`config.mk`:
```
export PLATFORM = sky130hd
export DESIGN_NAME = instr_encoder
export DESIGN_NICKNAME = d
export VERILOG_FILES = /design/src/rtl/instr_encoder.sv
export SDC_FILE = /design/constraint.sdc
export NUM_CORES = 1
export LEC_CHECK = 0
export ABC_AREA = 1
export CAP_MARGIN = 25
export CORE_MARGIN = 2
export CORE_UTILIZATION = 50
export CTS_CLUSTER_SIZE = 20
export DETAILED_ROUTE_END_ITERATION = 10
export PLACE_DENSITY_LB_ADDON = 0.12
export SYNTH_ARGS = -nofsm -noshare
export SYNTH_HDL_FRONTEND = slang
export SYNTH_SLANG_ARGS = --single-unit
```
`constraint.sdc`:
```
create_clock -name clk -period 2.3 [get_ports clk]
set_input_delay 0.345 -clock clk [delete_from_list [all_inputs] [get_ports clk]]
set_output_delay 0.345 -clock clk [all_outputs]
set_load 0.01 [all_outputs]
```
`src/rtl/instr_encoder.sv`:
```
// RV32I instruction encoder with a one-deep registered output stage.
// Each accepted request becomes one 32-bit word tagged with its byte address.
// Illegal requests still take an address slot, but they emit a NOP with out_err set.
// The output stage also keeps a saturating count of consumed words and a
// sticky error flag.
module instr_encoder #(
    parameter logic [31:0] BASE_ADDR = 32'hBFC0_0000,
    parameter int unsigned CNT_W     = 16
) (
    input  logic             clk,
    input  logic             rst_n,
    input  logic             clear,
    input  logic             in_valid,
    output logic             in_ready,
    input  logic [2:0]       in_class,
    input  logic [2:0]       in_alu_ctrl,
    input  logic             in_bne,
    input  logic [4:0]       in_rd,
    input  logic [4:0]       in_rs1,
    input  logic [4:0]       in_rs2,
    input  logic [31:0]      in_imm,
    output logic             out_valid,
    input  logic             out_ready,
    output logic [31:0]      out_instr,
    output logic [31:0]      out_addr,
    output logic             out_err,
    output logic [CNT_W-1:0] word_cnt,
    output logic             err_sticky
);

    typedef enum logic [2:0] {
        CLS_R    = 3'd0,
        CLS_I    = 3'd1,
        CLS_LOAD = 3'd2,
        CLS_STOR = 3'd3,
        CLS_BR   = 3'd4,
        CLS_JAL  = 3'd5,
        CLS_JALR = 3'd6,
        CLS_RSVD = 3'd7
    } instr_class_e;

    localparam logic [6:0]  OP_R    = 7'b0110011;
    localparam logic [6:0]  OP_I    = 7'b0010011;
    localparam logic [6:0]  OP_LOAD = 7'b0000011;
    localparam logic [6:0]  OP_STOR = 7'b0100011;
    localparam logic [6:0]  OP_BR   = 7'b1100011;
    localparam logic [6:0]  OP_JAL  = 7'b1101111;
    localparam logic [6:0]  OP_JALR = 7'b1100111;
    localparam logic [31:0] NOP     = 32'h0000_0013;

    logic             out_valid_q, out_valid_d;
    logic [31:0]      out_instr_q, out_instr_d;
    logic [31:0]      out_addr_q, out_addr_d;
    logic             out_err_q, out_err_d;
    logic [31:0]      next_addr_q, next_addr_d;
    logic [CNT_W-1:0] word_cnt_q, word_cnt_d;
    logic             err_sticky_q, err_sticky_d;

    logic        accept;
    logic [31:0] enc_instr;
    logic        enc_err;
    logic [2:0]  alu_f3;
    logic        alu_ok;
    logic        imm12_ok;
    logic        imm13_ok;
    logic        imm21_ok;

    // A new word may enter when the output slot is empty or is being drained,
    // but never during a clear. Keeping in_valid out of this term avoids a
    // combinational loop through the producer.
    assign in_ready = !clear && (!out_valid_q || out_ready);
    assign accept   = in_valid && in_ready;

    // Signed range checks: the bits above the field must be a pure sign
    // extension. Branch and jal targets must also be halfword aligned.
    assign imm12_ok = (&in_imm[31:11]) || !(|in_imm[31:11]);
    assign imm13_ok = ((&in_imm[31:12]) || !(|in_imm[31:12])) && !in_imm[0];
    assign imm21_ok = ((&in_imm[31:20]) || !(|in_imm[31:20])) && !in_imm[0];

    // Translate the request into an RV32I word; any illegal combination
    // falls back to the canonical NOP with the error flag raised.
    always_comb begin
        enc_instr = NOP;
        enc_err   = 1'b0;
        alu_f3    = 3'b000;
        alu_ok    = 1'b1;

        case (in_alu_ctrl)
            3'b000:  alu_f3 = 3'b000;
            3'b001:  alu_f3 = 3'b000;
            3'b010:  alu_f3 = 3'b111;
            3'b011:  alu_f3 = 3'b110;
            3'b101:  alu_f3 = 3'b010;
            default: alu_ok = 1'b0;
        endcase

        case (instr_class_e'(in_class))
            CLS_R: begin
                if (alu_ok) begin
                    enc_instr = {(in_alu_ctrl == 3'b001) ? 7'b0100000 : 7'b0000000,
                                 in_rs2, in_rs1, alu_f3, in_rd, OP_R};
                end else begin
                    enc_err = 1'b1;
                end
            end
            CLS_I: begin
                if (alu_ok && (in_alu_ctrl != 3'b001) && imm12_ok) begin
                    enc_instr = {in_imm[11:0], in_rs1, alu_f3, in_rd, OP_I};
                end else begin
                    enc_err = 1'b1;
                end
            end
            CLS_LOAD: begin
                if (imm12_ok) begin
                    enc_instr = {in_imm[11:0], in_rs1, 3'b010, in_rd, OP_LOAD};
                end else begin
                    enc_err = 1'b1;
                end
            end
            CLS_STOR: begin
                if (imm12_ok) begin
                    enc_instr = {in_imm[11:5], in_rs2, in_rs1, 3'b010, in_imm[4:0], OP_STOR};
                end else begin
                    enc_err = 1'b1;
                end
            end
            CLS_BR: begin
                if (imm13_ok) begin
                    enc_instr = {in_imm[12], in_imm[10:5], in_rs2, in_rs1,
                                 {2'b00, in_bne}, in_imm[4:1], in_imm[11], OP_BR};
                end else begin
                    enc_err = 1'b1;
                end
            end
            CLS_JAL: begin
                if (imm21_ok) begin
                    enc_instr = {in_imm[20], in_imm[10:1], in_imm[11], in_imm[19:12],
                                 in_rd, OP_JAL};
                end else begin
                    enc_err = 1'b1;
                end
            end
            CLS_JALR: begin
                if (imm12_ok) begin
                    enc_instr = {in_imm[11:0], in_rs1, 3'b000, in_rd, OP_JALR};
                end else begin
                    enc_err = 1'b1;
                end
            end
            default: enc_err = 1'b1;
        endcase

        if (enc_err) begin
            enc_instr = NOP;
        end
    end

    // Next-state logic for the output slot, the address pointer, and the
    // statistics. Clear wins over everything else.
    always_comb begin
        out_valid_d  = out_valid_q;
        out_instr_d  = out_instr_q;
        out_addr_d   = out_addr_q;
        out_err_d    = out_err_q;
        next_addr_d  = next_addr_q;
        word_cnt_d   = word_cnt_q;
        err_sticky_d = err_sticky_q;

        if (clear) begin
            out_valid_d  = 1'b0;
            out_instr_d  = '0;
            out_addr_d   = BASE_ADDR;
            out_err_d    = 1'b0;
            next_addr_d  = BASE_ADDR;
            word_cnt_d   = '0;
            err_sticky_d = 1'b0;
        end else begin
            if (out_valid_q && out_ready && (word_cnt_q != '1)) begin
                word_cnt_d = word_cnt_q + CNT_W'(1);
            end
            if (accept) begin
                out_valid_d  = 1'b1;
                out_instr_d  = enc_instr;
                out_addr_d   = next_addr_q;
                out_err_d    = enc_err;
                next_addr_d  = next_addr_q + 32'd4;
                err_sticky_d = err_sticky_q || enc_err;
            end else if (out_ready) begin
                out_valid_d = 1'b0;
            end
        end
    end

    // State registers. An asynchronous reset discards any word in flight.
    always_ff @(posedge clk or negedge rst_n) begin
        if (!rst_n) begin
            out_valid_q  <= 1'b0;
            out_instr_q  <= '0;
            out_addr_q   <= BASE_ADDR;
            out_err_q    <= 1'b0;
            next_addr_q  <= BASE_ADDR;
            word_cnt_q   <= '0;
            err_sticky_q <= 1'b0;
        end else begin
            out_valid_q  <= out_valid_d;
            out_instr_q  <= out_instr_d;
            out_addr_q   <= out_addr_d;
            out_err_q    <= out_err_d;
            next_addr_q  <= next_addr_d;
            word_cnt_q   <= word_cnt_d;
            err_sticky_q <= err_sticky_d;
        end
    end

    assign out_valid  = out_valid_q;
    assign out_instr  = out_instr_q;
    assign out_addr   = out_addr_q;
    assign out_err    = out_err_q;
    assign word_cnt   = word_cnt_q;
    assign err_sticky = err_sticky_q;

endmodule

```
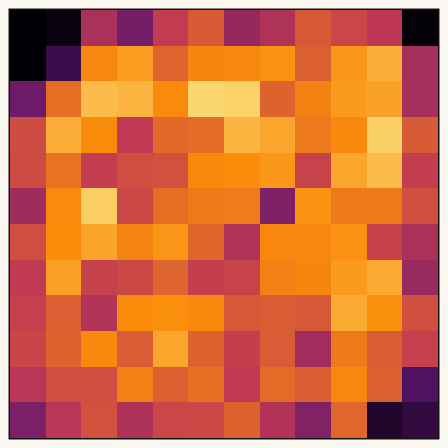
run_1/util_map.png
12 x 12 tiles, from black (low) to pale yellow (high), 0 to 100% covered.
2.1% of the tiles are nearly empty. The fullest tile reaches 91%. The mean over all tiles is 61%. 22% of the tiles are over 75% full.

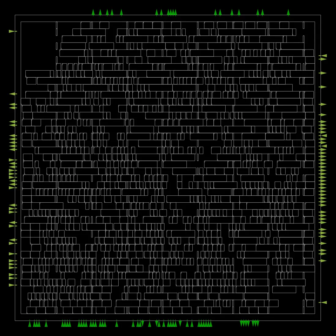
run_1/placed.png
Final Util: 0.677
sequential cell area share: 0.315
Filler Cells Inserted: 1171

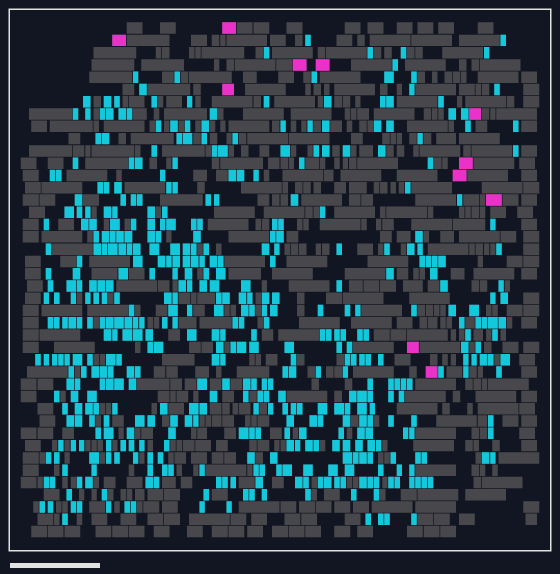
run_1/gates.png
Scale bar: 20 um.
Magenta is non-inverting ao/oa cells, cells 11. Cyan is nand cells, cells 475, where widely spread.
Post-Layout Cell Count: 1318
most frequent logic cell in the layout: nand2_1

==> results.py, run 1 <==
# Physical implementation metrics
metrics = {
    "floorplanning": {
        "io_pins": 143,
        "die_w_um": 120,
    },
    "worst_setup_path": {
        "worstReg2RegStart": "next_addr_q[2]$_DFFE_PN0N_",
        "worstSetupEndpointType": "output port",
        "reg2reg_setup_slack_ps": 260,
        "crit_path_cell_trace": "clkdlybuf4s50_1 -> buf_4 -> nor2_1 -> clkdlybuf4s50_1",
        "r2r_cells": 10,
        "start_kind": "input pin",
    },
    "global_routing": {
        "grtUsageMet3": 0.0471,
        "grt_max_degree": 58,
        "antenna_found_initial": 0,
        "first_global_vias": 6487,
    },
    "yosys": {
        "ys_cells": 977,
        "ys_warn_count": 0,
        "yosys.area_share.simple": 0.408,
        "ys_seq_frac": 0.419,
        "top_cell": "nand2_1",
        "yosysTopAreaCellShare": 0.348,
        "largest_area_cell": "dfrtp_1",
        "aoi_share": 0.0902,
        "fp_nets": 1038,
        "async_flop_share": 1.00,
    },
    "placed_design": {
        "io_buffers": 142,
        "place_congestion": 0.942,
    },
    "drt": {
        "routed_wl_mm": 19.4,
    },
    "job": {
        "warning_count": 26,
    },
    "layout": {
        "nClkBuffers": 9,
        "largestClassByArea": "multi-input combinational cells",
        "nets": 1198,
    },
    "power_and_ir_drop": {
        "power_clock_uw": 1540,
        "switching_power_uw": 1140,
        "p_seq_uw": 2010,
    },
    "outcome": {
        "status": "finished clean",
    },
    "final_timing": {
        "rsz0062_at_grt": "no",
    },
}
## run 1: through the flow
step                utilization  hold slack [ps]  std cells  total power (uW)  cell area, um2
finish                    0.677              424       1318              4120            8890
global route              0.677              454       1318              4290            8890
CTS                       0.677              435       1318              4150            8890
detailed placement        0.654              279       1301              2610            8590
global placement          0.654              279       1301              2610            8590
floorplan                     -             49.4        977              2250            6680
## run 1: sequential cells by signal (all words and copies together) (netlist names)
| register | cells |
|---|---|
| out_valid | 1 |
| word_cnt | 16 |
| next_addr_q | 30 |
| out_addr | 31 |
| out_err | 1 |
| out_instr | 31 |
| err_sticky | 1 |
## run 1: layer usage
layer	part of all wire	vias to the layer above	routed length [um]
li1	-	3541	-
met1	0.44	3285	8580
met3	0.082	31	1590
met4	0.021	0	397
met5	0	-	0
met2	0.45	333	8790
## Run 2: what changed since run 1
PLACE_DENSITY = 0.8   (was default)
PLACE_DENSITY_LB_ADDON = default   (was 0.12)
==> results.py, run 2 <==
# Physical implementation metrics
metrics = {
    "outcome": {
        "status": "finished clean",
    },
    "placed_design": {
        "placed_area_um2": 8670,
        "place_congestion": 0.937,
    },
    "final_timing": {
        "hold-worst-slack_ps": 9.89,
    },
    "drt": {
        "dr_wl_met3_mm": 1.47,
        "routed_wl_mm": 19.6,
    },
    "layout": {
        "nets": 1209,
        "final_util": 0.683,
        "design_area_um2": 8980,
        "fin_cells": 1329,
    },
    "yosys": {
        "ys_seq_frac": 0.419,
        "top_cell": "nand2_1",
        "largest_area_cell": "dfrtp_1",
        "ys_warn_count": 0,
    },
    "global_routing": {
        "antenna_found_initial": 0,
    },
    "worst_setup_path": {
        "crit_path_cell_trace": "clkdlybuf4s50_1 -> buf_12 -> nor2_1 -> clkdlybuf4s50_1",
        "start_kind": "input pin",
        "reg2reg_setup_slack_ps": 300,
        "r2r_cells": 11,
    },
    "floorplanning": {
        "io_pins": 143,
        "die_w_um": 120,
    },
    "job": {
        "warning_count": 26,
    },
}
-- run 2: cell counts after synthesis --
No cell type changed its count.
-- run 2: cells by family (layout without fill, tap and decap cells) --
kind of cell	count (synthesis)	after routing	synth area share
xor gates and xnor gates	4	4	0.00524
DFF	111	111	0.419
adders and majority gates	2	2	0.00374
AOI/OAI and AO/OA	107	107	0.0902
buffers and inverters	119	295	0.0740
and+or+nand+nor	634	634	0.408
-- run 2: cell type report --
cell class | instances | area [um2]
fillers | 1111 | 4160
well taps | 176 | 220
inverters | 73 | 274
clock buffers | 10 | 250
clock inverters | 6 | 60.1
multi-input cells | 747 | 3410
repair buffers | 206 | 1960
flip-flops and latches | 111 | 2800
-- run 2: where the power goes --
part           internal [uW]  total, uW  switching, uW
clock                    826       1590            765
sequential              1980       2010           26.3
combinational            245        576            331
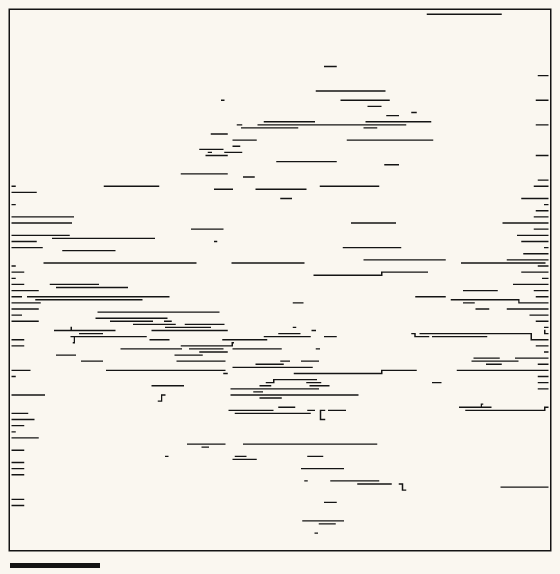
run_2/m3.png
Scale bar: 20 um.
166 nets have wire on it. The layer carries 1470 um of wire.

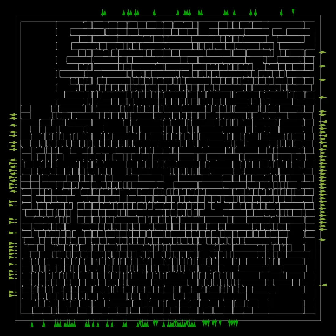
run_2/placed.png
FF+latch count: 111
TAP cells: 176

## Run 3: what changed since run 2
TNS_END_PERCENT = 10   (was default)
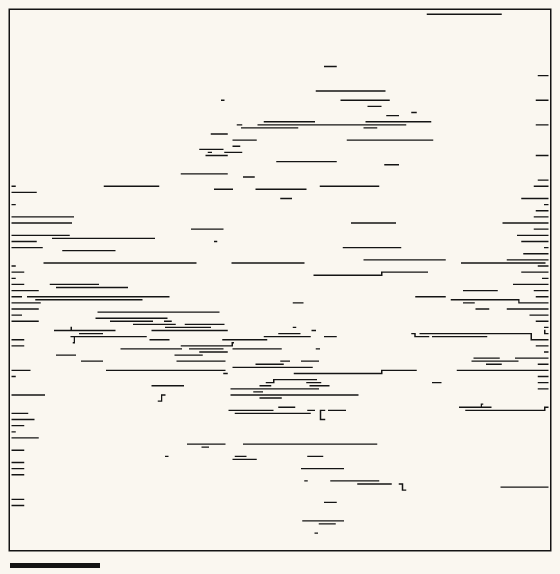
run_3/m3.png
Scale bar: 20 um.
The longest straight run is 33.6 um. The layer carries 1470 um of wire.

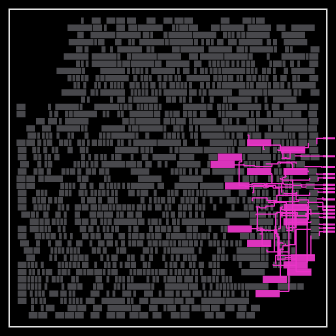
run_3/port_trees.png
Magenta is word_cnt, direction output, edge right, end cells 16, buffers 16, wire 707 um.

==> results.py, run 3 <==
# Physical implementation metrics
metrics = {
    "outcome": {
        "status": "finished clean",
    },
    "layout": {
        "fin_cells": 1329,
        "fill_cells": 1111,
        "design_area_um2": 8980,
        "nets": 1209,
        "final_util": 0.683,
    },
    "power_and_ir_drop": {
        "power.share.combinational": 0.138,
        "p_seq_frac": 0.481,
        "fin_total_pwr_uw": 4180,
        "switching_power_uw": 1120,
        "power.share.clock": 0.381,
        "p_int_uw": 3060,
    },
    "yosys": {
        "ys_cells": 977,
        "synthTopLogicFamily": "simple AND/OR/NAND/NOR gates",
        "ys_seq_frac": 0.419,
        "ys_warn_count": 0,
        "largest_area_cell": "dfrtp_1",
        "synth_flops": 111,
        "top_cell": "nand2_1",
        "synthMuxAreaShare": 0,
        "aoi_share": 0.0902,
        "yosys.area_share.simple": 0.408,
        "top_cells_by_count": "nand2_1, nor2_1, nand3_1",
        "synth_adder_area_share": 0.00374,
        "synth-xor-area-share": 0.00524,
    },
    "final_timing": {
        "period_used_share": 0.909,
        "hold-worst-slack_ps": 9.89,
        "setup_viol": 0,
    },
    "worst_setup_path": {
        "start_kind": "input pin",
        "reg2reg_setup_slack_ps": 300,
        "critPathKind": "in -> out",
    },
    "cts": {
        "h-tree-depth": 3,
        "hold_buffers": 0,
    },
    "drt": {
        "dr_wl_met3_mm": 1.47,
        "drt-vias-per-instance": 5.51,
        "routed_wl_mm": 19.6,
    },
    "placed_design": {
        "place_congestion": 0.937,
        "placed_area_um2": 8670,
        "place_ws_ps": -35.6,
    },
    "global_routing": {
        "first_global_vias": 6574,
        "antenna_found_initial": 0,
    },
    "job": {
        "timing.max_cap.violations": 0,
        "warning_count": 26,
    },
    "floorplanning": {
        "io_pins": 143,
        "die_w_um": 120,
        "chipArea_um2": 14300,
    },
}
[run 3: cell counts in the layout (fill, tap and decap cells not counted)]
No cell type changed its count.
[run 3: final cells by class]
class                           instances  area, um2  area share
Timing Repair Buffer                  206       1960       0.219
Multi-Input combinational cell        747       3410       0.380
Tap cell                              176        220      0.0245
Inverter                               73        274      0.0305
Sequential cell                       111       2800       0.312
Clock inverter                          6       60.1     0.00669
Clock buffer                           10        250      0.0279
[run 3: worst max-delay path, stage by stage]
cell             delay [ps]
clkdlybuf4s50_1         490
buf_12                  200
nor2_1                  150
clkdlybuf4s50_1         550
[run 3: power groups by stage]
stage	sequential, uW	combinational (uW)	clock [uW]
after floorplan	2050	203	0
after CTS	2010	573	1620
after detailed placement	2050	571	0
final	2010	576	1590
after global placement	2050	562	0
after global routing	2020	626	1700
Power is estimated from default activity; no workload was simulated.
